`src/rtl/mips_ctrl_pkg.sv`:
```
// Shared definitions for the multicycle MIPS control sequencer.
// Contents: instruction field positions, opcode constants, the FSM state and
// opcode-class enums, the registered control bundle, and helpers that map a
// decoded class to its execute state and a state to its control outputs.
package mips_ctrl_pkg;

    localparam int unsigned INSTR_W    = 32;
    localparam int unsigned OPCODE_W   = 6;
    localparam int unsigned OPCODE_MSB = 31;
    localparam int unsigned OPCODE_LSB = 26;
    localparam int unsigned IMM_W      = 16;
    localparam int unsigned IMM_MSB    = 15;
    localparam int unsigned IMM_LSB    = 0;

    localparam logic [OPCODE_W-1:0] OP_RTYPE   = 6'h00;
    localparam logic [OPCODE_W-1:0] OP_BEQ     = 6'h04;
    localparam logic [OPCODE_W-1:0] OP_IALU_LO = 6'h08;
    localparam logic [OPCODE_W-1:0] OP_IALU_HI = 6'h0F;
    localparam logic [OPCODE_W-1:0] OP_LW      = 6'h23;
    localparam logic [OPCODE_W-1:0] OP_SW      = 6'h2B;
    localparam logic [OPCODE_W-1:0] OP_HALT    = 6'h3F;

    typedef enum logic [3:0] {
        S_IDLE,
        S_FETCH,
        S_DECODE,
        S_EXEC_R,
        S_EXEC_I,
        S_EXEC_M,
        S_EXEC_B,
        S_MEM_RD,
        S_MEM_WR,
        S_WB,
        S_HALT
    } state_e;

    typedef enum logic [2:0] {
        CLS_R,
        CLS_I_ALU,
        CLS_LOAD,
        CLS_STORE,
        CLS_BRANCH,
        CLS_HALT,
        CLS_ILLEGAL
    } op_class_e;

    // Registered control bundle driven onto the datapath.
    typedef struct packed {
        logic ir_r_w;
        logic immediate;
        logic regdest;
        logic mem_r_w;
        logic mem_to_regfile;
        logic write_back;
        logic busy;
        logic done;
        logic illegal;
    } ctrl_t;

    localparam ctrl_t CTRL_RESET = '{
        ir_r_w:         1'b1,
        immediate:      1'b0,
        regdest:        1'b0,
        mem_r_w:        1'b1,
        mem_to_regfile: 1'b0,
        write_back:     1'b0,
        busy:           1'b0,
        done:           1'b0,
        illegal:        1'b0
    };

    // State entered from DECODE for a given opcode class.
    function automatic state_e decode_target(input op_class_e cls);
        state_e st;
        st = S_HALT;
        case (cls)
            CLS_R:      st = S_EXEC_R;
            CLS_I_ALU:  st = S_EXEC_I;
            CLS_LOAD:   st = S_EXEC_M;
            CLS_STORE:  st = S_EXEC_M;
            CLS_BRANCH: st = S_EXEC_B;
            default:    st = S_HALT;
        endcase
        return st;
    endfunction

    // Control outputs presented while in state st; cls selects what WB holds
    // over from the preceding execute/memory state and why HALT was entered.
    function automatic ctrl_t ctrl_for(input state_e st, input op_class_e cls);
        ctrl_t c;
        c      = CTRL_RESET;
        c.busy = 1'b1;
        case (st)
            S_IDLE: c.busy = 1'b0;
            S_HALT: begin
                c.busy    = 1'b0;
                c.done    = 1'b1;
                c.illegal = (cls == CLS_ILLEGAL);
            end
            S_EXEC_R: c.regdest   = 1'b1;
            S_EXEC_I: c.immediate = 1'b1;
            S_EXEC_M: c.immediate = 1'b1;
            S_MEM_RD: begin
                c.immediate      = 1'b1;
                c.mem_to_regfile = 1'b1;
            end
            S_MEM_WR: begin
                c.immediate = 1'b1;
                c.mem_r_w   = 1'b0;
            end
            S_WB: begin
                c.write_back = 1'b1;
                case (cls)
                    CLS_R:     c.regdest   = 1'b1;
                    CLS_I_ALU: c.immediate = 1'b1;
                    CLS_LOAD: begin
                        c.immediate      = 1'b1;
                        c.mem_to_regfile = 1'b1;
                    end
                    default: ;
                endcase
            end
            default: ;
        endcase
        return c;
    endfunction

endpackage

```
`src/rtl/mips_opcode_decoder.sv`:
```
// Combinational opcode classifier.
// Ports: opcode (in, instruction bits 31:26), op_class_c (out, decoded class).
module mips_opcode_decoder
    import mips_ctrl_pkg::*;
(
    input  logic [OPCODE_W-1:0] opcode,
    output op_class_e           op_class_c
);

    // Anything not explicitly recognised is illegal.
    always_comb begin
        op_class_c = CLS_ILLEGAL;
        if (opcode == OP_RTYPE) begin
            op_class_c = CLS_R;
        end else if (opcode == OP_LW) begin
            op_class_c = CLS_LOAD;
        end else if (opcode == OP_SW) begin
            op_class_c = CLS_STORE;
        end else if (opcode == OP_BEQ) begin
            op_class_c = CLS_BRANCH;
        end else if (opcode == OP_HALT) begin
            op_class_c = CLS_HALT;
        end else if ((opcode >= OP_IALU_LO) && (opcode <= OP_IALU_HI)) begin
            op_class_c = CLS_I_ALU;
        end
    end

endmodule

```
`src/rtl/mips_control_sequencer.sv`:
```
// Multicycle control FSM for the single-datapath MIPS core. Steps the PC,
// latches the fetched instruction, decodes it and sequences the datapath
// controls until a halt or undefined opcode is reached.
// Ports:
//   clk, rst        clock, asynchronous active-high reset
//   start           run request (honoured in IDLE or HALT only)
//   instr, zf       instruction word from the IR, ALU zero flag
//   pc_addr         instruction address
//   ir_r_w          IR read enable (held 1)
//   immediate, regdest, mem_r_w, mem_to_regfile, write_back  datapath controls
//   busy, done, illegal                                      run status
module mips_control_sequencer
    import mips_ctrl_pkg::*;
#(
    parameter int unsigned       ADDR_W   = 16,
    parameter logic [ADDR_W-1:0] RESET_PC = '0
) (
    input  logic               clk,
    input  logic               rst,
    input  logic               start,
    input  logic [INSTR_W-1:0] instr,
    input  logic               zf,
    output logic [ADDR_W-1:0]  pc_addr,
    output logic               ir_r_w,
    output logic               immediate,
    output logic               regdest,
    output logic               mem_r_w,
    output logic               mem_to_regfile,
    output logic               write_back,
    output logic               busy,
    output logic               done,
    output logic               illegal
);

    state_e             state;
    op_class_e          cls_q;
    op_class_e          dec_cls;
    ctrl_t              ctrl;
    logic [ADDR_W-1:0]  pc;
    logic [INSTR_W-1:0] ir_q;
    logic [ADDR_W-1:0]  pc_inc;
    logic [ADDR_W-1:0]  br_target;
    logic               unused_ir_bits;

    mips_opcode_decoder u_decoder (
        .opcode     (instr[OPCODE_MSB:OPCODE_LSB]),
        .op_class_c (dec_cls)
    );

    // Next sequential PC and beq target; both wrap modulo 2**ADDR_W.
    assign pc_inc    = pc + ADDR_W'(1);
    assign br_target = pc_inc + ADDR_W'($signed(ir_q[IMM_MSB:IMM_LSB]));

    // Only the immediate field of ir_q is consumed; the class is kept in cls_q.
    assign unused_ir_bits = ^ir_q[OPCODE_MSB:IMM_MSB+1];

    // Sequencer: state, PC, instruction latch and registered controls together.
    always_ff @(posedge clk or posedge rst) begin
        if (rst) begin
            state <= S_IDLE;
            pc    <= RESET_PC;
            ir_q  <= '0;
            cls_q <= CLS_R;
            ctrl  <= CTRL_RESET;
        end else begin
            unique case (state)
                S_IDLE: begin
                    if (start) begin
                        state <= S_FETCH;
                        ctrl  <= ctrl_for(S_FETCH, cls_q);
                    end
                end
                S_FETCH: begin
                    state <= S_DECODE;
                    ctrl  <= ctrl_for(S_DECODE, cls_q);
                end
                S_DECODE: begin
                    ir_q  <= instr;
                    cls_q <= dec_cls;
                    state <= decode_target(dec_cls);
                    ctrl  <= ctrl_for(decode_target(dec_cls), dec_cls);
                end
                S_EXEC_R, S_EXEC_I, S_MEM_RD: begin
                    state <= S_WB;
                    ctrl  <= ctrl_for(S_WB, cls_q);
                end
                S_EXEC_M: begin
                    if (cls_q == CLS_LOAD) begin
                        state <= S_MEM_RD;
                        ctrl  <= ctrl_for(S_MEM_RD, cls_q);
                    end else begin
                        state <= S_MEM_WR;
                        ctrl  <= ctrl_for(S_MEM_WR, cls_q);
                    end
                end
                S_MEM_WR, S_WB: begin
                    pc    <= pc_inc;
                    state <= S_FETCH;
                    ctrl  <= ctrl_for(S_FETCH, cls_q);
                end
                S_EXEC_B: begin
                    pc    <= zf ? br_target : pc_inc;
                    state <= S_FETCH;
                    ctrl  <= ctrl_for(S_FETCH, cls_q);
                end
                S_HALT: begin
                    // Restart from RESET_PC; done/illegal clear on leaving HALT.
                    if (start) begin
                        pc    <= RESET_PC;
                        state <= S_FETCH;
                        ctrl  <= ctrl_for(S_FETCH, cls_q);
                    end
                end
                default: begin
                    state <= S_IDLE;
                    ctrl  <= CTRL_RESET;
                end
            endcase
        end
    end

    assign pc_addr        = pc;
    assign ir_r_w         = ctrl.ir_r_w;
    assign immediate      = ctrl.immediate;
    assign regdest        = ctrl.regdest;
    assign mem_r_w        = ctrl.mem_r_w;
    assign mem_to_regfile = ctrl.mem_to_regfile;
    assign write_back     = ctrl.write_back;
    assign busy           = ctrl.busy;
    assign done           = ctrl.done;
    assign illegal        = ctrl.illegal;

endmodule

```
`config.mk`:
```
export PLATFORM = sky130hd
export DESIGN_NAME = mips_control_sequencer
export DESIGN_NICKNAME = d
export VERILOG_FILES = /design/src/rtl/mips_ctrl_pkg.sv /design/src/rtl/mips_opcode_decoder.sv /design/src/rtl/mips_control_sequencer.sv
export SDC_FILE = /design/constraint.sdc
export NUM_CORES = 1
export LEC_CHECK = 0
export CORE_ASPECT_RATIO = 0.5
export CORE_MARGIN = 3
export CORE_UTILIZATION = 58
export CTS_BUF_LIST = sky130_fd_sc_hd__clkbuf_16
export DETAILED_ROUTE_END_ITERATION = 12
export DONT_BUFFER_PORTS = 1
export PLACE_DENSITY = 0.86
export RECOVER_POWER = 50
export SYNTH_ARGS = -nofsm -noshare
export SYNTH_HDL_FRONTEND = slang
export SYNTH_SLANG_ARGS = --single-unit
```
`constraint.sdc`:
```
create_clock -name clk -period 2.95 [get_ports clk]
set_input_delay 0.295 -clock clk [delete_from_list [all_inputs] [get_ports clk]]
set_output_delay 0.295 -clock clk [all_outputs]
set_load 0.1 [all_outputs]
```
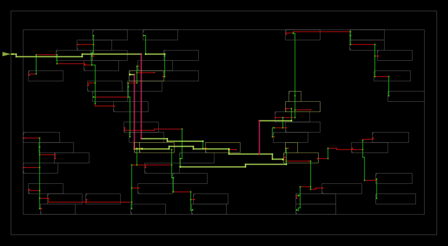
Figure 1: run 1, clock wiring as the flow saved it.
clock sink count: 47
clock tree skew after final layout: 7.11 ps
later-pin clock latency in the skew report: 290 ps

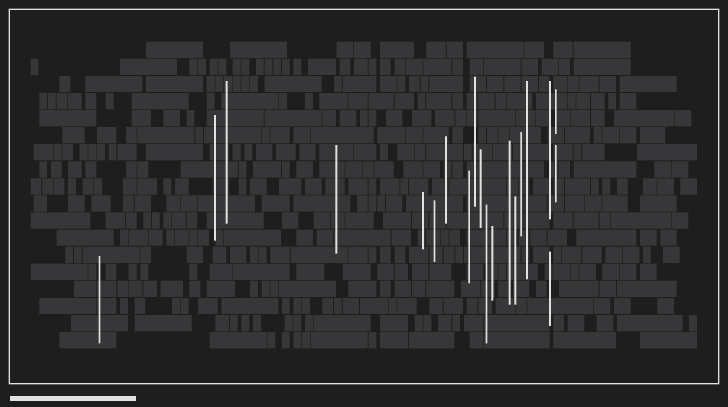
Figure 2: run 1, the metal 4 layer.
The bar under the picture is 20 um long.
longest straight run: 31.3 um
wire length on this layer: 328 um
main direction: vertical
nets with wire on the layer: 17
share of all routed wire: 3.2%

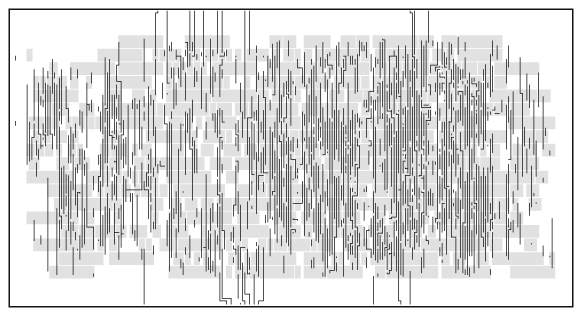
Figure 3: run 1, signal wires on met2.
nets with wire on the layer: 438
main direction: vertical
routed wire length: 10100 um
global-route met2 utilization: 0.476
Vias: 3392

==> ds_physical_params.txt, run 1 <==
Physical design parameters

Parameter                              Value

Setup path
  Peak fanout along the critical path .................. 4
  Endpoint of the worst register-to-register path .................. pc_addr[15]$_DFFE_PP0P_
  Type of element launching the critical path .................. register
  Critical path endpoint category .................. register
  Crit path max-delay cell type .................. sky130_fd_sc_hd__dfrtp_4
  Worst path buffer plus inverter count .................. 1
  Cell depth of the worst flop-to-flop path .................. 14
  Max incr delay on CP .................. 460 ps
  Family with the most delay on the worst path .................. AND-OR/OR-AND gates

Layout
  Fraction of area in registers .................. 0.287
  Final clock-cell share .................. 0.0351
  Filler Cell Count .................. 327
  Non-clock buffer instance count of the final layout .................. 58
  Final Net Count .................. 501
  Proportion of cell area occupied by multi-input gates .................. 0.534
  Most frequent logic cells in the routed design .................. sky130_fd_sc_hd__nand2_1 (71), sky130_fd_sc_hd__buf_4 (54), sky130_fd_sc_hd__dfrtp_1 (37)
  Post-Layout Inst Area .................. 0.00417 sq mm
  Non-filler cells in the finished layout .................. 519
  Final Core Density .................. 0.802
  Layout area overhead .................. 26.2%

Route
  Met1 WL .................. 4070 um
  Number of nets with antenna violations after routing .................. 0
  Starting DRT DRC Count .................. 327
  Met3 WL .................. 1300 um
  Highest layer used for signal routing .................. met4

GRT
  Busiest layer in global routing .................. met2
  Maximum number of pins on one net before global-route repair .................. 48
  Global-route wire length before repair .................. 15200 um
  Met3 Usage GRT .................. 0.0703
  Vias in the first global route .................. 3111
  Met1 Resource Use GR .................. 0.386
  Global router's overall resource usage .................. 0.288

Logic synthesis
  Yosys top cell area share .................. 0.348
  Mux frac, synth .................. 0.0106
  Count of instantiated cells in the yosys netlist .................. 398
  Seq/Total Area, Yosys .................. 0.356
  Number of enable-type register cells in the synthesized netlist .................. 0
  Yosys top cell by area .................. sky130_fd_sc_hd__dfrtp_1
  Prevailing post-synth register cell .................. sky130_fd_sc_hd__dfrtp_1
  Dominant kind of combinational cell .................. simple AND/OR/NAND/NOR gates
  And-or/or-and share of the synthesized area .................. 0.224
  Top cells by count .................. sky130_fd_sc_hd__nand2_1 (73), sky130_fd_sc_hd__dfrtp_1 (46), sky130_fd_sc_hd__a21oi_1 (28)
  Syn Nets .................. 451

Timing
  Count of final setup violators .................. 5
  Tmin final .................. 3210 ps
  Endpoints failing hold .................. 0
  Number of pins with negative max-slew slack in the final report .................. 48
  Remaining max-slew budget at the tightest pin .................. -0.192
  Final clock period utilization by the worst path .................. 1.09
  Total negative slack for setup checks .................. -484 ps
  Final WS setup .................. -261 ps

Floorplan
  Floorplan die area .................. 0.00670 sq mm
  Floorplan core area .................. 0.00520 sq mm
  Height of the die .................. 59.4 um
  Die outline width .................. 113 um

Clocking
  Clock slew at reported path FFs .................. 70 ps
  TritonCTS clock tree .................. done
  Total of hold buffers inserted after clock tree synthesis .................. 0
  Maximum count of clock buffers along a single path .................. 2
  CTS HTree Levels .................. 2

Placement
  HPWL after detailed placement .................. 6890 um
  # port buffers .................. 0
  Final weighted congestion in routability-driven placement .................. 0.987
  Placement Setup Slack .................. -281 ps
  DP Cell Count .................. 504

Job
  Max_cap viols .................. 1

Worst hold path
  Hold-critical path endpoint .................. ir_q[4]$_DFFE_PP0P_

Status
  Violated checks .................. max-capacitance violations, max-slew violations, negative setup slack
  Run status .................. finished, violations left
Figure 4. Sizing map (run 1).
The bar under the picture is 20 um long.
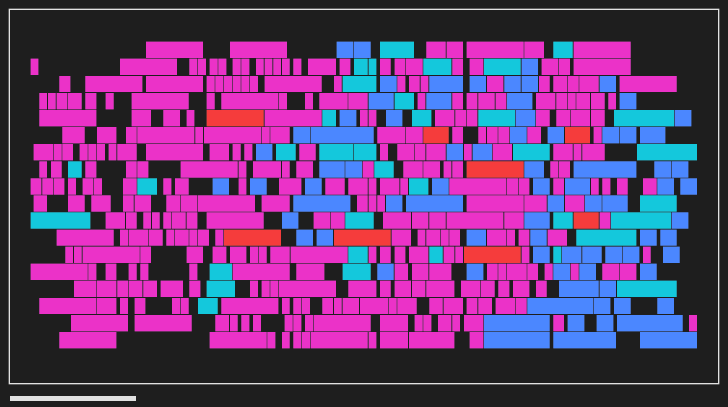

==> inputs of run 2 (changes only) <==
--- a/config.mk
+++ b/config.mk
@@ -7,7 +7,7 @@
 export LEC_CHECK = 0
 export CORE_ASPECT_RATIO = 0.5
 export CORE_MARGIN = 3
-export CORE_UTILIZATION = 58
+export CORE_UTILIZATION = 60
 export CTS_BUF_LIST = sky130_fd_sc_hd__clkbuf_16
 export DETAILED_ROUTE_END_ITERATION = 12
 export DONT_BUFFER_PORTS = 1
==> constraint.sdc (replaced) <==
create_clock -name clk -period 4.04 [get_ports clk]
set_input_delay 0.404 -clock clk [delete_from_list [all_inputs] [get_ports clk]]
set_output_delay 0.404 -clock clk [all_outputs]
set_load 0.1 [all_outputs]
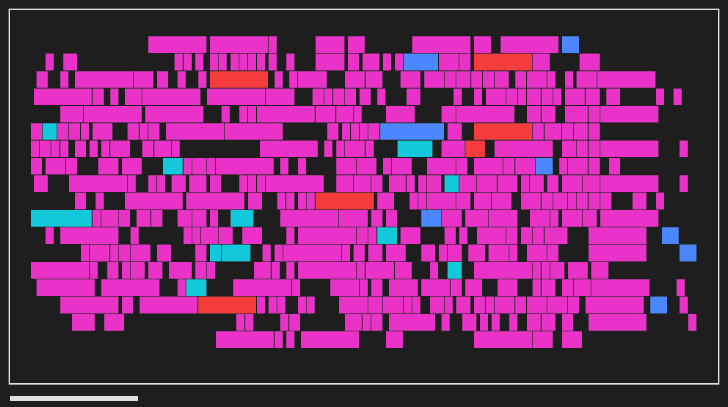
Figure 5: run 2, sizing map.
The bar under the picture is 20 um long.
legend:
  _6 and larger:
    color: red
    cells: 6
    share: 1.5%
  _3 and _4 cells:
    color: blue
    cells: 8
    share: 2.0%
  _2 cells:
    color: cyan
    cells: 11
    share: 2.7%
  _0 and _1 cells:
    color: magenta
    cells: 381
    share: 94%
Post-Layout Inst Area: 0.00355 sq mm
non-clock buffer instance count of the final layout: 15
Layout area overhead: 7.53%

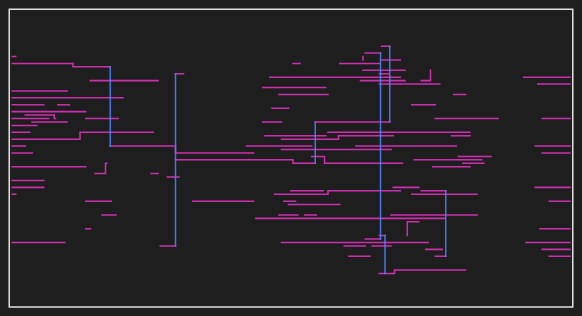
Figure 6: run 2, routed metal, one color a layer.
Only two layers are drawn.
legend:
  metal 3:
    color: magenta
    wire_length: 872 um
  metal 4:
    color: blue
    wire_length: 130 um

==> run 2 against run 1 <==
Compared with the run above:
- the run ends with max-capacitance violations, max-slew violations left
- synthesized area stayed put
- wire length is 17% lower
- non-clock buffer count is 43 lower
- worst setup slack better by 580 ps
- cell area is 15% lower
- critical endpoint unchanged
- highest routed layer unchanged
==> ds_physical_params.txt, run 2 <==
Physical design parameters

Parameter                              Value

Status
  Run status .................. finished, violations left (unchanged)
  Violated checks .................. max-capacitance violations, max-slew violations (was max-capacitance violations, max-slew violations, negative setup slack)

Timing
  Remaining max-slew budget at the tightest pin .................. -0.185 (was -0.192)
  Number of pins with negative max-slew slack in the final report .................. 48 (unchanged)
  Final WS setup .................. 316 ps (was -261 ps)
  Clock tree skew after final layout .................. 7.93 ps (was 7.11 ps)
  Endpoints failing hold .................. 0 (unchanged)
  Final clock period utilization by the worst path .................. 0.922 (was 1.09)
  Total negative slack for setup checks .................. 0 ps (was -484 ps)

GRT
  Global-route wire length before repair .................. 13900 um (was 15200 um)
  Global-route met2 utilization .................. 0.420 (was 0.476)
  Global router's overall resource usage .................. 0.270 (was 0.288)
  Busiest layer in global routing .................. met2 (unchanged)
  Met1 Resource Use GR .................. 0.373 (was 0.386)
  Vias in the first global route .................. 2916 (was 3111)
  Met3 Usage GRT .................. 0.0688 (was 0.0703)

Layout
  Non-filler cells in the finished layout .................. 476 (was 519)
  Final clock-cell share .................. 0.0415 (was 0.0351)
  Final Net Count .................. 458 (was 501)
  Most frequent logic cells in the routed design .................. sky130_fd_sc_hd__nand2_1 (73), sky130_fd_sc_hd__dfrtp_1 (46), sky130_fd_sc_hd__a21oi_1 (28) (was sky130_fd_sc_hd__nand2_1 (71), sky130_fd_sc_hd__buf_4 (54), sky130_fd_sc_hd__dfrtp_1 (37))
  Proportion of cell area occupied by multi-input gates .................. 0.562 (was 0.534)
  Fraction of area in registers .................. 0.331 (was 0.287)
  Filler Cell Count .................. 397 (was 327)

Logic synthesis
  And-or/or-and share of the synthesized area .................. 0.224 (unchanged)
  Prevailing post-synth register cell .................. sky130_fd_sc_hd__dfrtp_1 (unchanged)
  Dominant kind of combinational cell .................. simple AND/OR/NAND/NOR gates (unchanged)
  Number of enable-type register cells in the synthesized netlist .................. 0 (unchanged)
  Yosys top cell area share .................. 0.348 (unchanged)
  Top cells by count .................. sky130_fd_sc_hd__nand2_1 (73), sky130_fd_sc_hd__dfrtp_1 (46), sky130_fd_sc_hd__a21oi_1 (28) (unchanged)
  Mux frac, synth .................. 0.0106 (unchanged)
  Yosys top cell by area .................. sky130_fd_sc_hd__dfrtp_1 (unchanged)
  Count of instantiated cells in the yosys netlist .................. 398 (unchanged)

Route
  Highest layer used for signal routing .................. met4 (unchanged)
  Number of nets with antenna violations after routing .................. 0 (unchanged)
  Vias .................. 3047 (was 3392)
  Met3 WL .................. 871 um (was 1300 um)
  Routed wire length .................. 8410 um (was 10100 um)
  Met1 WL .................. 3680 um (was 4070 um)

Floorplan
  Floorplan die area .................. 0.00649 sq mm (was 0.00670 sq mm)
  Die outline width .................. 111 um (was 113 um)
  Floorplan core area .................. 0.00511 sq mm (was 0.00520 sq mm)
  Height of the die .................. 58.5 um (was 59.4 um)

Setup path
  Type of element launching the critical path .................. register (unchanged)
  Crit path max-delay cell type .................. sky130_fd_sc_hd__dfrtp_1 (was sky130_fd_sc_hd__dfrtp_4)
  Cell depth of the worst flop-to-flop path .................. 14 (unchanged)
  Endpoint of the worst register-to-register path .................. pc_addr[15]$_DFFE_PP0P_ (unchanged)
  Peak fanout along the critical path .................. 4 (unchanged)
  Worst path buffer plus inverter count .................. 1 (unchanged)

Placement
  Final weighted congestion in routability-driven placement .................. 0.934 (was 0.987)
  DP Cell Count .................. 468 (was 504)
  HPWL after detailed placement .................. 6230 um (was 6890 um)
  Placement Setup Slack .................. 454 ps (was -281 ps)

Job
  Max_cap viols .................. 1 (unchanged)

Clocking
  TritonCTS clock tree .................. done (unchanged)
  CTS HTree Levels .................. 2 (unchanged)
  Maximum count of clock buffers along a single path .................. 2 (unchanged)
  Clock slew at reported path FFs .................. 70 ps (about the same)
  Clock sink count .................. 47 (unchanged)

Worst hold path
  Hold-critical path endpoint .................. ir_q[11]$_DFFE_PP0P_ (was ir_q[4]$_DFFE_PP0P_)
Figure 7. The metal 4 layer (run 2).
The bar under the picture is 20 um long.
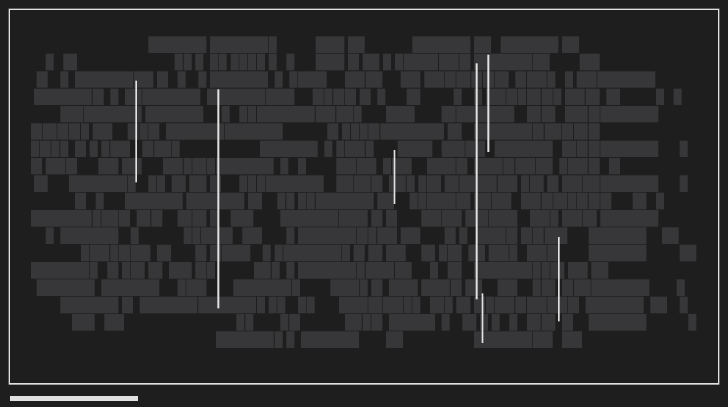

==> inputs of run 3 (changes only) <==
--- a/config.mk
+++ b/config.mk
@@ -11,8 +11,11 @@
 export CTS_BUF_LIST = sky130_fd_sc_hd__clkbuf_16
 export DETAILED_ROUTE_END_ITERATION = 12
 export DONT_BUFFER_PORTS = 1
+export GPL_ROUTABILITY_DRIVEN = 0
+export GPL_TIMING_DRIVEN = 0
 export PLACE_DENSITY = 0.86
 export RECOVER_POWER = 50
 export SYNTH_ARGS = -nofsm -noshare
 export SYNTH_HDL_FRONTEND = slang
+export SYNTH_HIERARCHICAL = 1
 export SYNTH_SLANG_ARGS = --single-unit
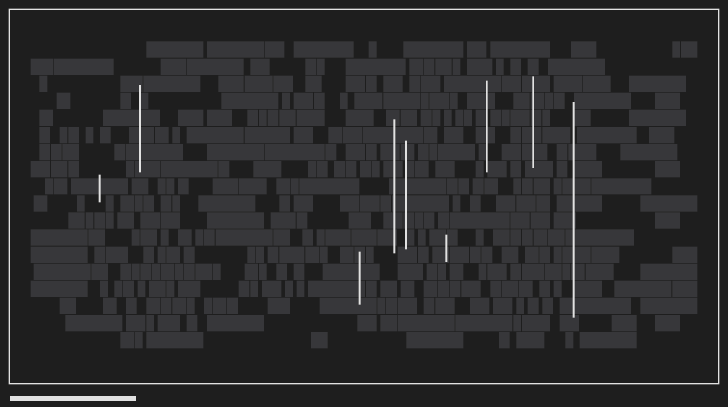
Figure 8: run 3, the metal 4 layer.
The bar under the picture is 20 um long.
routed wire length: 8350 um
Vias: 3000

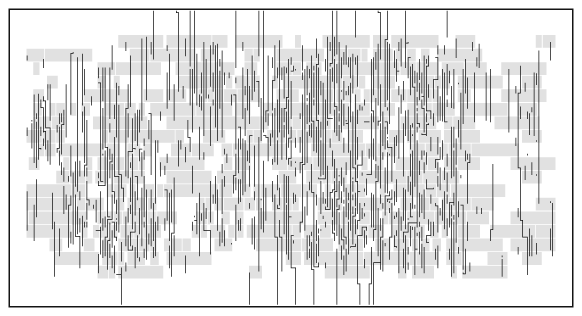
Figure 9: run 3, signal wires on met2.
nets with wire on the layer: 384
wire length on this layer: 3720 um
global-route met2 utilization: 0.409

==> run 3 against run 2 <==
Compared with the run above:
- the run still ends with max-capacitance violations, max-slew violations left
- global-route usage is 0.91 points lower
- synthesized cell count is 4.5% lower
==> ds_physical_params.txt, run 3 <==
Physical design parameters

Parameter                              Value

Setup path
  Endpoint of the worst register-to-register path .................. pc_addr[15]$_DFFE_PP0P_ (unchanged)
  Max incr delay on CP .................. 690 ps (was 410 ps)
  Peak fanout along the critical path .................. 8 (was 4)
  Type of element launching the critical path .................. register (unchanged)
  Cell depth of the worst flop-to-flop path .................. 14 (unchanged)
  Family with the most delay on the worst path .................. simple AND/OR/NAND/NOR gates (was AND-OR/OR-AND gates)
  Crit path max-delay cell type .................. sky130_fd_sc_hd__dfrtp_2 (was sky130_fd_sc_hd__dfrtp_1)

Floorplan
  Die outline width .................. 113 um (was 111 um)
  Floorplan core area .................. 0.00520 sq mm (was 0.00511 sq mm)
  Floorplan die area .................. 0.00669 sq mm (was 0.00649 sq mm)

Clocking
  CTS HTree Levels .................. 2 (unchanged)
  Later-pin clock latency in the skew report .................. 300 ps (about the same)
  Clock slew at reported path FFs .................. 70 ps (about the same)
  Maximum count of clock buffers along a single path .................. 2 (unchanged)
  TritonCTS clock tree .................. done (unchanged)
  Clock sink count .................. 47 (unchanged)

Layout
  Non-filler cells in the finished layout .................. 460 (was 476)
  Final Core Density .................. 0.710 (was 0.695)
  Fraction of area in registers .................. 0.322 (was 0.331)
  Post-Layout Inst Area .................. 0.00369 sq mm (was 0.00355 sq mm)
  Final clock-cell share .................. 0.0450 (was 0.0415)
  Most frequent logic cells in the routed design .................. sky130_fd_sc_hd__dfrtp_1 (36), sky130_fd_sc_hd__nand2_1 (33), sky130_fd_sc_hd__o21ai_0 (29) (was sky130_fd_sc_hd__nand2_1 (73), sky130_fd_sc_hd__dfrtp_1 (46), sky130_fd_sc_hd__a21oi_1 (28))
  Final Net Count .................. 446 (was 458)
  Proportion of cell area occupied by multi-input gates .................. 0.570 (was 0.562)
  Non-clock buffer instance count of the final layout .................. 17 (was 15)

GRT
  Met3 Usage GRT .................. 0.0785 (was 0.0688)
  Global-route wire length before repair .................. 13800 um (was 13900 um)
  Maximum number of pins on one net before global-route repair .................. 41 (was 48)
  Met1 Resource Use GR .................. 0.353 (was 0.373)
  Vias in the first global route .................. 2848 (was 2916)
  Busiest layer in global routing .................. met2 (unchanged)

Timing
  Count of final setup violators .................. 0 (unchanged)
  Clock tree skew after final layout .................. 11.6 ps (was 7.93 ps)
  Final clock period utilization by the worst path .................. 0.955 (was 0.922)
  Tmin final .................. 3860 ps (was 3720 ps)
  Number of pins with negative max-slew slack in the final report .................. 41 (was 48)

Placement
  Placement Setup Slack .................. -49.7 ps (was 454 ps)
  # port buffers .................. 0 (unchanged)
  DP Cell Count .................. 451 (was 468)

Logic synthesis
  Yosys top cell by area .................. sky130_fd_sc_hd__dfrtp_1 (unchanged)
  Top cells by count .................. sky130_fd_sc_hd__dfrtp_1 (46), sky130_fd_sc_hd__nand2_1 (33), sky130_fd_sc_hd__o21ai_0 (29) (was sky130_fd_sc_hd__nand2_1 (73), sky130_fd_sc_hd__dfrtp_1 (46), sky130_fd_sc_hd__a21oi_1 (28))
  Number of enable-type register cells in the synthesized netlist .................. 0 (unchanged)

Route
  Met3 WL .................. 792 um (was 871 um)
  Starting DRT DRC Count .................. 218 (was 249)
  Met1 WL .................. 3680 um (about the same)
  Number of nets with antenna violations after routing .................. 0 (unchanged)
  Highest layer used for signal routing .................. met5 (was met4)

Worst hold path
  Hold-critical path endpoint .................. ir_q[0]$_DFFE_PP0P_ (was ir_q[11]$_DFFE_PP0P_)

Status
  Run status .................. finished, violations left (unchanged)
  Violated checks .................. max-capacitance violations, max-slew violations (unchanged)

Job
  Max_cap viols .................. 1 (unchanged)
